==> images/final_placement.png <==
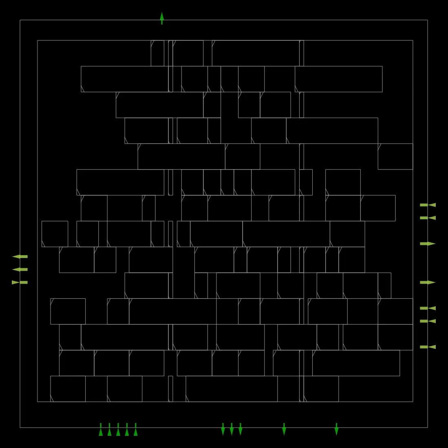
==> images/met3.png <==
(6 px per um) Cells faint in the background.
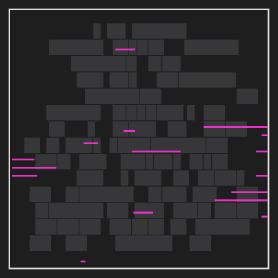
==> images/cell_classes.png <==
(12 px per um)
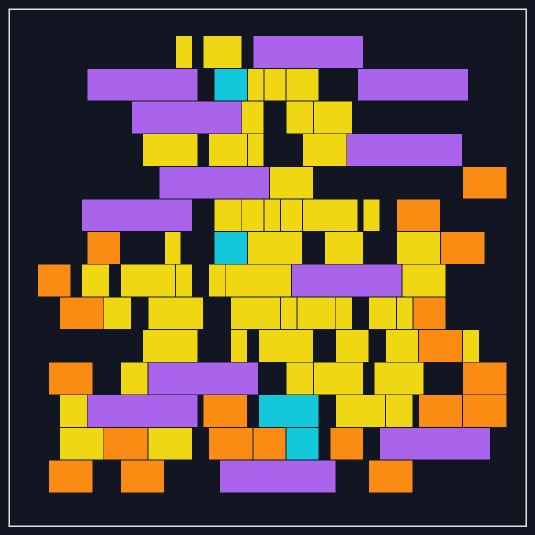
==> images/drive_strength.png <==
(8 px per um)
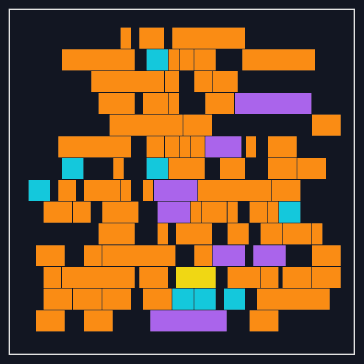
==> config.mk <==
export PLATFORM = sky130hd
export DESIGN_NAME = nanov_spi_arbiter
export DESIGN_NICKNAME = d
export VERILOG_FILES = /design/src/rtl/nanov_spi_arbiter_pkg.sv /design/src/rtl/nanov_spi_arbiter_rr_arb2.sv /design/src/rtl/nanov_spi_arbiter.sv
export SDC_FILE = /design/constraint.sdc
export NUM_CORES = 1
export LEC_CHECK = 0
export ABC_CLOCK_PERIOD_IN_PS = 2000
export CORE_MARGIN = 1.5
export CORE_UTILIZATION = 45
export DETAILED_ROUTE_END_ITERATION = 7
export HOLD_SLACK_MARGIN = 0.08
export PLACE_DENSITY = 0.77
export SYNTH_ARGS = -nofsm -noshare
export SYNTH_HDL_FRONTEND = slang
export SYNTH_HIERARCHICAL = 1
export SYNTH_SLANG_ARGS = --single-unit
==> constraint.sdc <==
create_clock -name clk -period 2 [get_ports clk]
set_input_delay 0.2 -clock clk [delete_from_list [all_inputs] [get_ports clk]]
set_output_delay 0.2 -clock clk [all_outputs]
set_load 0.05 [all_outputs]
==> impl_metrics.env <==
# source this file to load flow results
export IMPL_largest_reg_flops=4
export IMPL_leakage_nw=0.4418
export IMPL_top_usage_layer="met2"
export IMPL_logic_area_um2=380.4
export IMPL_worstSkewPairLatency_ps=280
export IMPL_crit_fanout=1
export IMPL_yosys_area_um2=718.2
export IMPL_layout_top_cell="clkdlybuf4s50_1"
export IMPL_finalHoldViolations=0
export IMPL_dp_cells=100
export IMPL_m1WireLength_um=617
export IMPL_cts_setup_buffers=0
export IMPL_via_per_inst=5.240
export IMPL_sh_seq_area_pct=32.01
export IMPL_diodes=0
export IMPL_hold_class="in -> async"
export IMPL_grt_pass1_wl_um=2346
export IMPL_edf_count=0
export IMPL_cts_sinks=12
export IMPL_max_freq_mhz=561.4
export IMPL_grt_max_degree=13
export IMPL_fp_nets=84
export IMPL_synth_seq_share_pct=42.16
export IMPL_comb_cells=47
export IMPL_p_total_mw=1.441
export IMPL_wl_met2_um=617
export IMPL_clk_root_buffer_cell="clkbuf_4"
export IMPL_dp_hpwl_um=1014
export IMPL_period_used_pct=89.07
export IMPL_status="finished, final reports clean"
export IMPL_cp_depth=1
export IMPL_simple_gate_share_pct=16.03
export IMPL_finalSetupTns_ps=0
export IMPL_clock_buffers=4
export IMPL_chipArea_mm2=0.001845
export IMPL_gp_congestion=0.8040
export IMPL_clockBufferDepth=2
export IMPL_worstMarginPinSlew_ps=498.4
export IMPL_tool_warnings=31
export IMPL_rrSetupSlack_ps=300
export IMPL_p_switching_mw=0.6584
export IMPL_clock_skew_ps=1.798
export IMPL_ff2ff_path_depth=4
export IMPL_ir_worst_vdd_mv=0.8691
Notes on final_placement.png above:
Tap Cells: 16
# fillers: 130
core area: 0.001506 mm2
Flops: 12

Notes on met3.png above:
wire length on this layer	61.4 um
main direction	horizontal
share of all routed wire	4.6%
Final Routed Wirelength: 1343 um
DR vias: 545
met3 Use GR: 5.106%

Notes on cell_classes.png above:
class	colour	cells
clock drivers and dummy loads	cyan	4
other buffers and delay cells	orange	20
all other logic	yellow	52
flip-flops	purple	12
Final Cell Area: 945.9 um2
FP Rows: 14

Notes on drive_strength.png above:
size	colour	cells
drive 1 or less	orange	72
drive 3 to 4	cyan	8
drive 2	purple	7
drive 6 and up	yellow	1
Non-clock buffers: 20
Setup WS post-layout: 218.7 ps
Layout area overhead: 31.71%

